==> run_1/port_trees.png <==
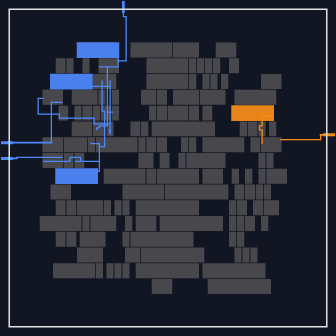
==> run_1/ff_map.png <==
The bar under the picture is 20 microns long. Other sequential cells in the stronger gray, the rest of the logic in the fainter gray.
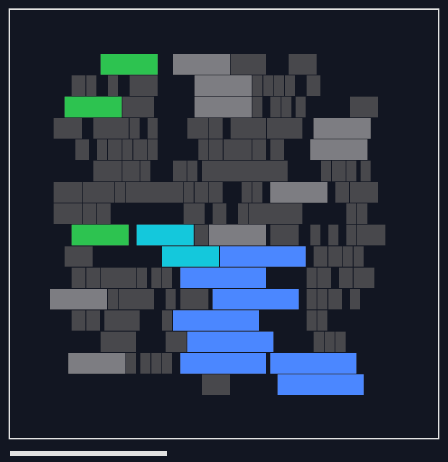
==> run_1/layers.png <==
The bar under the picture is 20 microns long.
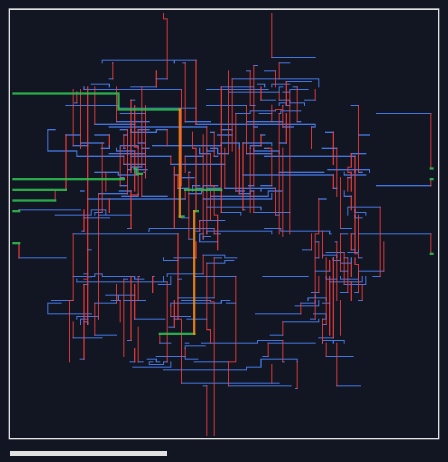
<file path="src/rtl/sr_cmd_sequencer.sv">
// sr_cmd_sequencer: queues SET/RESET/TOGGLE/NOP commands and plays them out as S/R pulses.
// Latency: a push into an empty, idle block drives S/R from the next edge for HOLD_CYCLES cycles.
// Backpressure: req_ready drops while the FIFO holds DEPTH entries; optional stats via SR_CMD_STATS_EN.
module sr_cmd_sequencer #(
  parameter int DEPTH       = 4,
  parameter int HOLD_CYCLES = 2,
  parameter int GAP_CYCLES  = 1
) (
  input  logic                   clk,
  input  logic                   rst_n,
  input  logic                   req_valid,
  input  logic [1:0]             req_op,
  output logic                   req_ready,
  input  logic                   q_in,
  output logic                   S,
  output logic                   R,
  output logic                   busy,
  output logic [$clog2(DEPTH):0] fifo_level
`ifdef SR_CMD_STATS_EN
  ,
  output logic [15:0]            cmd_count
`endif
);

  localparam int AW      = $clog2(DEPTH);
  localparam int CNT_MAX = (HOLD_CYCLES > GAP_CYCLES) ? HOLD_CYCLES : GAP_CYCLES;
  // Counters only ever hold (cycles - 1), so CNT_MAX-1 is the largest value.
  localparam int CW      = (CNT_MAX > 1) ? $clog2(CNT_MAX) : 1;

  localparam logic [1:0] OP_NOP    = 2'd0;
  localparam logic [1:0] OP_SET    = 2'd1;
  localparam logic [1:0] OP_RESET  = 2'd2;
  localparam logic [1:0] OP_TOGGLE = 2'd3;

  typedef enum logic [1:0] {
    IDLE  = 2'd0,
    DRIVE = 2'd1,
    GAP   = 2'd2
  } state_t;

  logic [1:0]    mem [DEPTH];
  logic [AW-1:0] wr_ptr;
  logic [AW-1:0] rd_ptr;
  logic [AW:0]   count;
  state_t        state;
  logic [CW-1:0] cnt;
  logic          push;
  logic          pop;
  logic [1:0]    head_op;

  // Ready comes from the registered count only, so a full FIFO refuses a push
  // even when a pop happens on the same edge.
  assign req_ready  = (count != (AW+1)'(DEPTH));
  assign push       = req_valid & req_ready;
  assign pop        = (state == IDLE) && (count != '0);
  assign head_op    = mem[rd_ptr];
  assign fifo_level = count;
  assign busy       = (state != IDLE) || (count != '0);

  // Command storage; contents need no reset because the pointers gate every read.
  always_ff @(posedge clk) begin
    if (push) begin
      mem[wr_ptr] <= req_op;
    end
  end

  // FIFO pointers and occupancy; pointers wrap naturally since DEPTH is a power of two.
  always_ff @(posedge clk) begin
    if (!rst_n) begin
      wr_ptr <= '0;
      rd_ptr <= '0;
      count  <= '0;
    end else begin
      if (push) begin
        wr_ptr <= wr_ptr + AW'(1);
      end
      if (pop) begin
        rd_ptr <= rd_ptr + AW'(1);
      end
      case ({push, pop})
        2'b10:   count <= count + (AW+1)'(1);
        2'b01:   count <= count - (AW+1)'(1);
        default: count <= count;
      endcase
    end
  end

  // Pulse sequencer: pop in IDLE, hold the drive in DRIVE, force S=R=0 in GAP.
  always_ff @(posedge clk) begin
    if (!rst_n) begin
      state <= IDLE;
      cnt   <= '0;
      S     <= 1'b0;
      R     <= 1'b0;
    end else begin
      case (state)
        IDLE: begin
          if (pop) begin
            state <= DRIVE;
            cnt   <= CW'(HOLD_CYCLES - 1);
            case (head_op)
              OP_SET: begin
                S <= 1'b1;
                R <= 1'b0;
              end
              OP_RESET: begin
                S <= 1'b0;
                R <= 1'b1;
              end
              OP_TOGGLE: begin
                // Direction is frozen from Q at the pop edge; later Q changes are ignored.
                S <= ~q_in;
                R <= q_in;
              end
              default: begin
                S <= 1'b0;
                R <= 1'b0;
              end
            endcase
          end else begin
            S <= 1'b0;
            R <= 1'b0;
          end
        end
        DRIVE: begin
          if (cnt != '0) begin
            cnt <= cnt - CW'(1);
          end else begin
            S     <= 1'b0;
            R     <= 1'b0;
            cnt   <= CW'(GAP_CYCLES - 1);
            state <= GAP;
          end
        end
        GAP: begin
          S <= 1'b0;
          R <= 1'b0;
          if (cnt != '0) begin
            cnt <= cnt - CW'(1);
          end else begin
            state <= IDLE;
          end
        end
        default: begin
          state <= IDLE;
          S     <= 1'b0;
          R     <= 1'b0;
        end
      endcase
    end
  end

`ifdef SR_CMD_STATS_EN
  // Saturating count of real (non-NOP) commands entering DRIVE.
  always_ff @(posedge clk) begin
    if (!rst_n) begin
      cmd_count <= 16'd0;
    end else if (pop && (head_op != OP_NOP) && (cmd_count != 16'hFFFF)) begin
      cmd_count <= cmd_count + 16'd1;
    end
  end
`endif

endmodule

</file>
<file path="config.mk">
export PLATFORM = sky130hd
export DESIGN_NAME = sr_cmd_sequencer
export DESIGN_NICKNAME = d
export VERILOG_FILES = /design/src/rtl/sr_cmd_sequencer.sv
export SDC_FILE = /design/constraint.sdc
export NUM_CORES = 1
export LEC_CHECK = 0
export ABC_AREA = 1
export CORE_MARGIN = 5
export CORE_UTILIZATION = 53
export CTS_CLUSTER_SIZE = 20
export DETAILED_ROUTE_END_ITERATION = 16
export PLACE_DENSITY = 0.77
export SKIP_LAST_GASP = 1
export SYNTH_ARGS = -nofsm -noshare
export SYNTH_HDL_FRONTEND = slang
export SYNTH_SLANG_ARGS = --single-unit
export TNS_END_PERCENT = 5
</file>
<file path="constraint.sdc">
create_clock -name clk -period 2.7 [get_ports clk]
set_input_delay 0.27 -clock clk [delete_from_list [all_inputs] [get_ports clk]]
set_output_delay 0.27 -clock clk [all_outputs]
set_load 0.02 [all_outputs]
</file>
==> results.tsv, run 1 <==
metric	value	unit
synth_flops	22	
fp.dieW	54.5	microns
status	finished clean	
hold_path_depth	2	
worst_pin_slew	0.312	ns
met3_length	62	microns
period_minus_slack	2.10	ns
insertion_delay	0.30	ns
critPathCaptureType	flop	
r2r-start	state[0]	
htreeDepth	1	
critPathKind	flop to flop	
critPathMaxStageDelay	0.38	ns
critPathRequiredTime	2.95	ns
rows	16	
drc	0	
ys_cells	118	
syn_to_final_growth	19.3	%
irDropWorstVdd	0.000773	V
post-route-period-util	77.9	%
gp_congestion	0.865	
ys.flop_type	dfxtp_1	
dp_cells	156	
fillers	176	
ys_async_sr_fraction	0	%
layout.nets	149	
drive_gt1_share	8.27	%
synth-edff-count	8	
hold_start	rd_ptr[1]	
crit_path_start_kind	flop	
grt_pass1_vias	703	
syn-instance-count	118	
r2r_slack	0.60	ns
hold_violations	0	
warnings	31	
first_pass_iters	4	
top_layer	met4	
routed-via-count	771	
cts_setup_buffers	0	
fmax	475	MHz
cap_violations	0	
layout.cells.most_common	nand2_1	
netlist.area_leader.share	26.7	%
syn_area	1050	sq um
r2r_end	fifo_level[2]	
vias_per_cell	4.82	
hp-class	flop to flop	
routed_wirelength	1750	microns
setup_viol	0	
p_leak	0.529	nW
crit_buf_inv	2	
clkTransAtPathRegs	0.12	ns
boundaryPins	13	
gr-total-overflow	0	
grt_pass1_wl	2870	microns
die_h	54.5	microns
postSynthSeqShare	49.6	%
cts_made_buffers	3	
cp_top_family	adder cells	
area_leaders	dfxtp_1 (27%), edfxtp_1 (23%), ha_1 (9.5%)	
most-common-layout-cells	nand2_1 (24), inv_1 (17), dfxtp_1 (14)	
rsz0062_at_grt	false	
final-instance-count-excl-fill	160	
clock_sinks	22	
top_area_cell	dfxtp_1	
wirelength_met1	819	microns
die-area	2970	sq um
hold_buffers	0	
slew_headroom	79.1	%
ant_nets	0	
wl_per_cell	11.0	microns
worstPathArrival	2.36	ns
clk_path_buf_depth	2	
rr_worst_depth	11	
track_usage	14.0	%
power.density	1090	nW/um^2
portBuffers	12	
ys.warnings.count	0	
grt_start_max_net_pins	14	
skew	0.00345	ns
cts-root-buf	clkbuf_4	
cp_max_fo	8	
avgSynthCellArea	8.90	sq um
dp_hpwl	1390	microns
drt_iter0_markers	14	
ys_chip_area	1050	sq um
cts_tree	done	
floorplan.nets	133	
wl_met2	842	microns
critPathSlowestCell	fa_1	
antenna_found_initial	0	
antennaDiodeCount	0	
yosysUniqueCellTypes	19	
maxSlewViolCount	0	
cts_resized	0	
core_area	1920	sq um
setup_tns	0	ns
crit_chain	inv_1 > ha_1 > a21boi_4 > ha_1 > inv_1 > fa_1 > a21oi_1 > o21ai_0 > nand2_1 > nand2_1 > nor2_1	
fp_util	54.6	%
About port_trees.png:
R -> orange  # bits 1, direction output, edge east, end cells 1, buffers 1, wire 15.5 microns
fifo_level -> blue  # bits 3, direction output, edge 2 west, 1 north, end cells 3, buffers 3, wire 116 microns

About ff_map.png:
mem -> blue  # flops 8, where south
rd_ptr -> cyan  # flops 2
fifo_level -> green  # flops 3
not colored = 9

About layers.png:
M3 -> green  # wire length 62.3 microns
M1 -> blue  # wire length 820 microns
M4 -> orange  # wire length 29.2 microns
M2 -> red  # wire length 843 microns

run 1: power by group:
group / total [mW] / switching [mW] / internal (mW)
registers: 0.500 / 0.0704 / 0.429
clock network: 0.246 / 0.0957 / 0.150
logic: 0.622 / 0.370 / 0.251
run 1: cells by family (layout without fill, tap and decap cells):
| family | count (synthesis) | in the layout | synth area share [%] |
|---|---|---|---|
| and+or+nand+nor | 48 | 48 | 21.3 |
| buffers and inverters | 19 | 34 | 6.79 |
| AOI/OAI and AO/OA | 20 | 20 | 10.8 |
| DFF | 22 | 22 | 49.6 |
| adders and majority gates | 9 | 9 | 11.4 |
run 1: per-layer routing:
| layer | GRT usage [%] | vias to the layer above |
|---|---|---|
| met5 | 0 | - |
| met4 | 7.47 | 0 |
| met3 | 4.09 | 4 |
| met2 | 22.3 | 15 |
| met1 | 16.8 | 343 |
| li1 | - | 409 |
run 1: synth_stat cells (2+ instances only):
master,number
nor2_1,10
a21oi_1,12
o21ai_0,5
nand3_1,8
o21ai_1,2
nand2_1,24
edfxtp_1,8
ha_1,8
inv_1,17
dfxtp_1,14
nand3_2,2
run 1: state kept, by name, indices dropped and copies added, names as in the netlist, named ones only:
name,cells
cnt,1
mem,8
state,2
wr_ptr,2
fifo_level,3
rd_ptr,2
S,1
R,1
run 1: worst max-delay path by stage:
stage,end,startpoint,cells past startpoint
final,fifo_level[2],state[0],11
after global routing,fifo_level[2],state[0],10
after CTS,fifo_level[2],state[0],11
after detailed placement,fifo_level[2],state[0],10
after global placement,fifo_level[2],state[1],10
after floorplan,fifo_level[2],fifo_level[0],10
run 1: worst reg2reg max path, stage by stage, from the launching register on:
cell and delay [ns]:
dfxtp_1 0.35, inv_1 0.09, ha_1 0.21, a21boi_4 0.30, ha_1 0.19, inv_1 0.06
fa_1 0.38, a21oi_1 0.15, o21ai_0 0.12, nand2_1 0.08, nand2_1 0.05, nor2_1 0.08
run 1: through the flow:
step / hold WS, ns / area [sq um] / setup WS, ns / total power, mW / utilization [%]
after floorplan: 0.369 / 1050 / 0.796 / 0.938 / -
after global placement: 0.451 / 1200 / 0.726 / 1.10 / 62.4
after detailed placement: 0.464 / 1200 / 0.616 / 1.13 / 62.4
after CTS: 0.482 / 1250 / 0.606 / 1.38 / 65.2
after global routing: 0.508 / 1250 / 0.464 / 1.47 / 65.2
final: 0.477 / 1250 / 0.597 / 1.37 / 65.2
run 1: layout make-up:
type,count,area (sq um),share of cell area (%)
Sequential cell,22,520,41.6
Timing Repair Buffer,12,120,9.59
Multi-Input combinational cell,77,458,36.6
Clock buffer,3,22.5,1.80
Inverter,18,67.6,5.39
Clock inverter,1,30.0,2.40
Tap cell,27,33.8,2.70
--- run 2 (diff from run 1) ---
==> constraint.sdc (replaced) <==
create_clock -name clk -period 2 [get_ports clk]
set_input_delay 0.2 -clock clk [delete_from_list [all_inputs] [get_ports clk]]
set_output_delay 0.2 -clock clk [all_outputs]
set_load 0.02 [all_outputs]
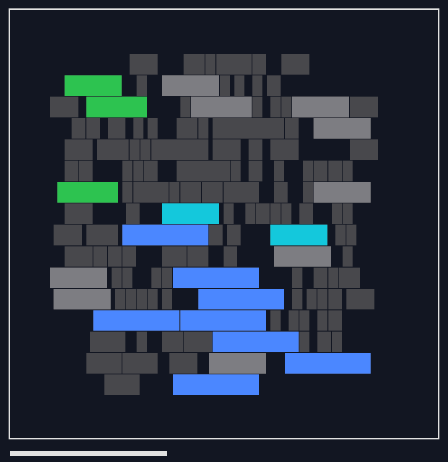
(run_2/ff_map.png)
The bar under the picture is 20 microns long. Other sequential cells in the stronger gray, the rest of the logic in the fainter gray.
mem -> blue  # flops 8, where south
rd_ptr -> cyan  # flops 2
fifo_level -> green  # flops 3
not colored = 9

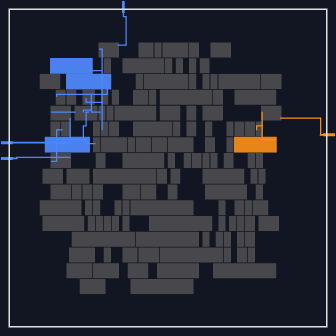
(run_2/port_trees.png)
fifo_level -> blue  # bits 3, direction output, edge 2 west, 1 north, end cells 3, buffers 3, wire 92.5 microns
R -> orange  # bits 1, direction output, edge east, end cells 1, buffers 1, wire 18.7 microns

==> results.tsv, run 2 <==
metric	value	unit
status	finished clean	
vias_per_cell	4.96	
fmax	524	MHz
portBuffers	12	
crit_chain	inv_2 > ha_4 > a21boi_4 > ha_1 > inv_1 > fa_1 > a21oi_2 > o21ai_1 > nand2_1 > nand2_1 > nor2_1	
netlist.area_leader.share	26.7	%
fp.dieW	54.5	microns
irDropWorstVdd	0.000951	V
seqCellArea	524	sq um
slew_headroom	76.6	%
period_minus_slack	1.91	ns
top_area_cell	dfxtp_1	
layout.cells.most_common	nand2_1	
final-instance-count-excl-fill	163	
syn-instance-count	118	
rows	16	
worstPathArrival	2.16	ns
gp_congestion	0.818	
cp_top_family	adder cells	
cp_max_fo	3	
routed-via-count	809	
boundaryPins	13	
grt_pass1_wl	3330	microns
xor_share	0	%
ys_sh_adder	11.4	%
maxSlewViolCount	0	
skew	0.00105	ns
mux_area_share	0	%
cts_tree	done	
ys_chip_area	1050	sq um
grt_start_max_net_pins	13	
top_register	mem	
critPathCaptureType	flop	
die_h	54.5	microns
gr-total-overflow	0	
cts_made_buffers	3	
dp_cells	157	
worst_pin_slew	0.350	ns
fp_util	54.6	%
critPathMaxStageDelay	0.42	ns
synth_flops	22	
drc	0	
most-common-layout-cells	nand2_1 (24), inv_1 (15), clkdlybuf4s50_1 (12)	
postSynthSeqShare	49.6	%
core_area	1920	sq um
routed_wirelength	1970	microns
track_usage	16.0	%
fillers	177	
critPathKind	flop to flop	
avgSynthCellArea	8.90	sq um
post-place-ws	0.0695	ns
hold_buffers	0	
crit_path_start_kind	flop	
finalPower	1.85	mW
warnings	31	
fin_ws	0.0902	ns
syn_to_final_growth	20.9	%
synthSimpleGateAreaFrac	21.3	%
ant_nets	0	
synthTopCellsByCount	nand2_1 (24), inv_1 (17), dfxtp_1 (14)	
layout.nets	152	
area_leaders	dfxtp_1 (27%), edfxtp_1 (23%), ha_1 (9.5%)	
setup_viol	0	
die-area	2970	sq um
antennaDiodeCount	0	
clock_sinks	22	
floorplan.nets	133	
ys_async_sr_fraction	0	%
drive_gt1_share	14.7	%
grt_pass1_vias	773	
insertion_delay	0.31	ns
drt_iter0_markers	17	
synth-edff-count	8	
p_leak	0.533	nW
ys_cells	118	
critPathRequiredTime	2.25	ns
cts-root-buf	clkbuf_4	
post-route-period-util	95.5	%
hold_violations	0	
antenna_found_initial	0	
ys.flop_type	dfxtp_1	
synthAoiAreaFrac	10.8	%
clkTransAtPathRegs	0.12	ns
yosysUniqueCellTypes	19	
mi_logic_area	474	sq um
dp_hpwl	1460	microns
yosysMostFrequentCell	nand2_1	
clk_path_buf_depth	2	
critPathSlowestCell	fa_1	
ys.warnings.count	0	
first_pass_iters	4	
wl_per_cell	12.1	microns
logic_family	simple AND/OR/NAND/NOR gates	
hp-class	flop to flop	
htreeDepth	1	
syn_area	1050	sq um
cap_violations	0	
largest_reg_flops	8	
cpMostUsedCell	nand2_1	
crit_buf_inv	2	
power.density	1460	nW/um^2
## run 2: cell counts after synthesis
No cell type changed its count.
## run 2: worst paths after layout
check,startpoint,endpoint,slack (ns),cells past startpoint
max reg2reg,state[1],fifo_level[2],0.09,11
min reg2reg,rd_ptr[1],rd_ptr[1],0.47,2
max,state[1],fifo_level[2],0.09,11
min,rd_ptr[1],rd_ptr[1],0.47,2
## run 2: through the flow
| step | area, sq um | hold WS (ns) | utilization [%] | TNS (ns) |
|---|---|---|---|---|
| 4_1_cts | 1230 | 0.474 | 64.2 | 0 |
| 5_1_grt | 1270 | 0.506 | 66.0 | -0.00926 |
| 3_3_place_gp | 1210 | 0.450 | 62.8 | 0 |
| 3_5_place_dp | 1210 | 0.456 | 62.8 | 0 |
| 6_report | 1270 | 0.473 | 66.0 | 0 |
| 2_1_floorplan | 1050 | 0.299 | - | 0 |
## run 2: per-layer routing
| layer | routed length, microns | track usage (%) | vias to the layer above |
|---|---|---|---|
| met5 | 0 | 0 | - |
| met2 | 949 | 25.5 | 20 |
| met1 | 898 | 19.8 | 365 |
| met3 | 75 | 3.81 | 5 |
| li1 | - | - | 419 |
| met4 | 47 | 8.71 | 0 |
## run 2: layout make-up
cell class,instances,area share [%]
repair buffers,15,11.2
multi-input cells,77,37.4
clock inverters,1,0.296
flip-flops and latches,22,41.3
inverters,18,5.33
well taps,27,2.66
clock buffers,3,1.78
## run 2: worst min-delay path: stages (launching register included)
cell and delay [ns]:
dfxtp_1 0.33, inv_1 0.05, a21oi_1 0.06
## run 2: kinds of logic after synthesis
kind of cell    Yosys count
simple gates             48
flops                    22
compound gates           20
buf+inv                  19
fa+ha+maj                 9
## run 2: what timing repair did
action,in CTS,in global routing
endpoints found under the setup margin,0,2
resized,0,9
buffers inserted,0,2
## run 2: power breakdown
group	total [mW]	internal, mW	switching [mW]
combinational	0.957	0.417	0.539
clock	0.207	0.0729	0.134
sequential	0.683	0.586	0.0969
--- run 3 (diff from run 2) ---
--- a/config.mk
+++ b/config.mk
@@ -6,7 +6,6 @@
 export NUM_CORES = 1
 export LEC_CHECK = 0
 export ABC_AREA = 1
-export CORE_MARGIN = 5
 export CORE_UTILIZATION = 53
 export CTS_CLUSTER_SIZE = 20
 export DETAILED_ROUTE_END_ITERATION = 16
==> constraint.sdc (replaced) <==
create_clock -name clk -period 2 [get_ports clk]
set_input_delay 0.5 -clock clk [delete_from_list [all_inputs] [get_ports clk]]
set_output_delay 0.5 -clock clk [all_outputs]
set_load 0.02 [all_outputs]
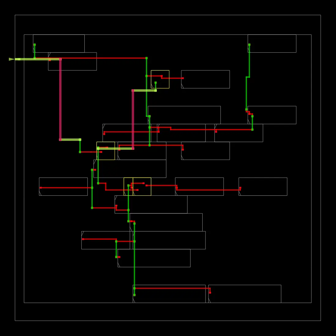
(run_3/clock_nets.png)
Clock Skew: 0.00101 ns
Flop Count: 22
Skew-Pair Late Insertion Delay: 0.30 ns
Clock Sinks: 22
clk_buf instances: 4

==> results.tsv, run 3 <==
metric	value	unit
worst_pin_slew	0.334	ns
fmax	525	MHz
boundaryPins	13	
critPathKind	flop to flop	
power.density	1400	nW/um^2
routed-via-count	797	
area_leaders	dfxtp_1 (27%), edfxtp_1 (23%), ha_1 (9.5%)	
drive_gt1_share	11.0	%
fin_util	70.7	%
ys_async_sr_fraction	0	%
hold_start	R	
setup_viol	0	
p_clk_share	11.5	%
status	finished clean	
cts_tree	done	
warnings	33	
die-area	2160	sq um
htreeDepth	1	
p_switching	732	uW
critPathRequiredTime	2.21	ns
wl_per_cell	10.8	microns
cts_made_buffers	3	
most-common-layout-cells	nand2_1 (24), inv_1 (17), dfxtp_1 (13)	
syn_to_final_growth	20.1	%
cts-root-buf	clkbuf_4	
clk_path_buf_depth	2	
die_h	46.5	microns
switching_share	41.3	%
grt_pass1_vias	706	
synth_flops	22	
p_leak	0.533	nW
crit_path_start_kind	flop	
floorplan.nets	133	
first_pass_iters	4	
gp_congestion	0.683	
finalPower	1.77	mW
vias_per_cell	4.95	
post-route-period-util	95.2	%
synth-edff-count	8	
drc	0	
hp-class	flop to flop	
top_register	mem	
critPathSlowestCell	fa_1	
ys_cells	118	
drt_iter0_markers	26	
postSynthSeqShare	49.6	%
p_comb_share	50.3	%
fillers	146	
clkTransAtPathRegs	0.11	ns
fp.dieW	46.5	microns
hold_violations	0	
yosysMostFrequentCell	nand2_1	
avgSynthCellArea	8.90	sq um
irDropWorstVdd	0.000933	V
ant_nets	0	
hold_buffers	0	
dp_hpwl	1370	microns
worstPathArrival	2.11	ns
p_int	1.04	mW
largest_reg_flops	8	
ys.warnings.count	0	
cp_max_fo	3	
track_usage	18.9	%
period_minus_slack	1.90	ns
routed_wirelength	1740	microns
layout.nets	152	
startpoint	state[0]	
portBuffers	12	
critPathCaptureType	flop	
crit_chain	inv_1 > ha_4 > a21boi_4 > ha_1 > inv_1 > fa_1 > a21oi_1 > o21ai_0 > nor2_1 > nor2_1	
fp_util	58.9	%
synthTopCellsByCount	nand2_1 (24), inv_1 (17), dfxtp_1 (14)	
p_seq_share	38.2	%
core_area	1780	sq um
layout.cells.most_common	nand2_1	
antennaDiodeCount	0	
antenna_found_initial	0	
syn_area	1050	sq um
grt_pass1_wl	2830	microns
cts_setup_buffers	0	
slew_headroom	77.6	%
netlist.area_leader.share	26.7	%
grt_start_max_net_pins	13	
rows	15	
ys.flop_type	dfxtp_1	
top_area_cell	dfxtp_1	
gr-total-overflow	0	
cap_violations	0	
yosysUniqueCellTypes	19	
rsz0062_at_grt	true	
r2r-start	state[0]	
critPathMaxStageDelay	0.37	ns
syn-instance-count	118	
maxSlewViolCount	0	
ys_chip_area	1050	sq um
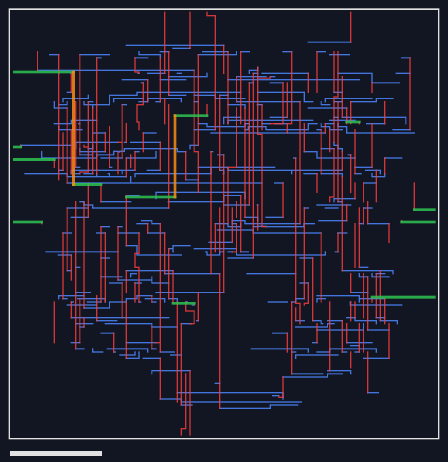
(run_3/layers.png)
The bar under the picture is 10 microns long.
M3 -> green  # wire length 42.4 microns
M1 -> blue  # wire length 820 microns
M4 -> orange  # wire length 21.1 microns
M2 -> red  # wire length 858 microns

run 3: worst max-delay path: cells and delay by family, from the launching register on:
kind                     cells  cell delay (ns)
buffers and inverters        2             0.18
AND-OR/OR-AND                3             0.43
AND/OR/NAND/NOR              2             0.17
flip-flops                   1             0.34
adder cells (fa/ha/maj)      3             0.69
run 3: area by class of cell:
class | instances | area [sq um] | area share [%]
sequential | 22 | 522 | 41.4
clock buffer | 4 | 26.3 | 2.08
timing repair buffer | 15 | 144 | 11.4
tap | 25 | 31.3 | 2.48
multi-input combinational | 77 | 470 | 37.3
inverter | 18 | 67.6 | 5.36
run 3: path summary, 6_finish.rpt:
path / end / slack [ns] / depth (start not counted)
setup / recovery: fifo_level[2] / 0.1 / 10
hold / removal: R / 0.47 / 2
setup reg to reg: fifo_level[2] / 0.1 / 10
hold reg to reg: R / 0.47 / 2
run 3: metrics by stage:
stage               TNS, ns  hold WS [ns]  setup slack [ns]  cells  instance area (sq um)
floorplan                 0         0.433            0.0960    118                   1050
finish                    0         0.472            0.0966    161                   1260
global placement    -0.0721         0.451           -0.0721    157                   1220
detailed placement   -0.124         0.461            -0.124    157                   1220
global route        -0.0460         0.498           -0.0460    161                   1260
CTS                 -0.0592         0.478           -0.0592    161                   1240
run 3: metal layers:
metal	track usage (%)	up-vias	share of wire [%]
li1	-	419	-
met1	22.7	361	47
met2	31.9	13	49
met3	3.53	4	2.4
met4	8.82	0	1.2
met5	0	-	0
run 3: kinds of logic (layout without fill, tap and decap cells):
kind of cell | Yosys count | count (layout) | share of synthesized area (%)
adder cells (fa/ha/maj) | 9 | 9 | 11.4
flip-flops | 22 | 22 | 49.6
buffers and inverters | 19 | 37 | 6.79
AND/OR/NAND/NOR | 48 | 48 | 21.3
AND-OR/OR-AND | 20 | 20 | 10.8
run 3: power groups by stage:
stage | clock, mW | combinational, mW | sequential [mW]
3_3_place_gp | 0 | 0.844 | 0.678
4_1_cts | 0.207 | 0.871 | 0.675
3_5_place_dp | 0 | 0.878 | 0.684
6_report | 0.204 | 0.891 | 0.676
2_1_floorplan | 0 | 0.558 | 0.709
5_1_grt | 0.231 | 1.00 | 0.691
run 3: timing repair:
| item | 4_1_cts | 5_1_grt |
|---|---|---|
| pin swaps | 0 | 0 |
| endpoints found under the setup margin | 2 | 3 |
| gates resized | 1 | 4 |
Power is estimated from default activity; no workload was simulated.
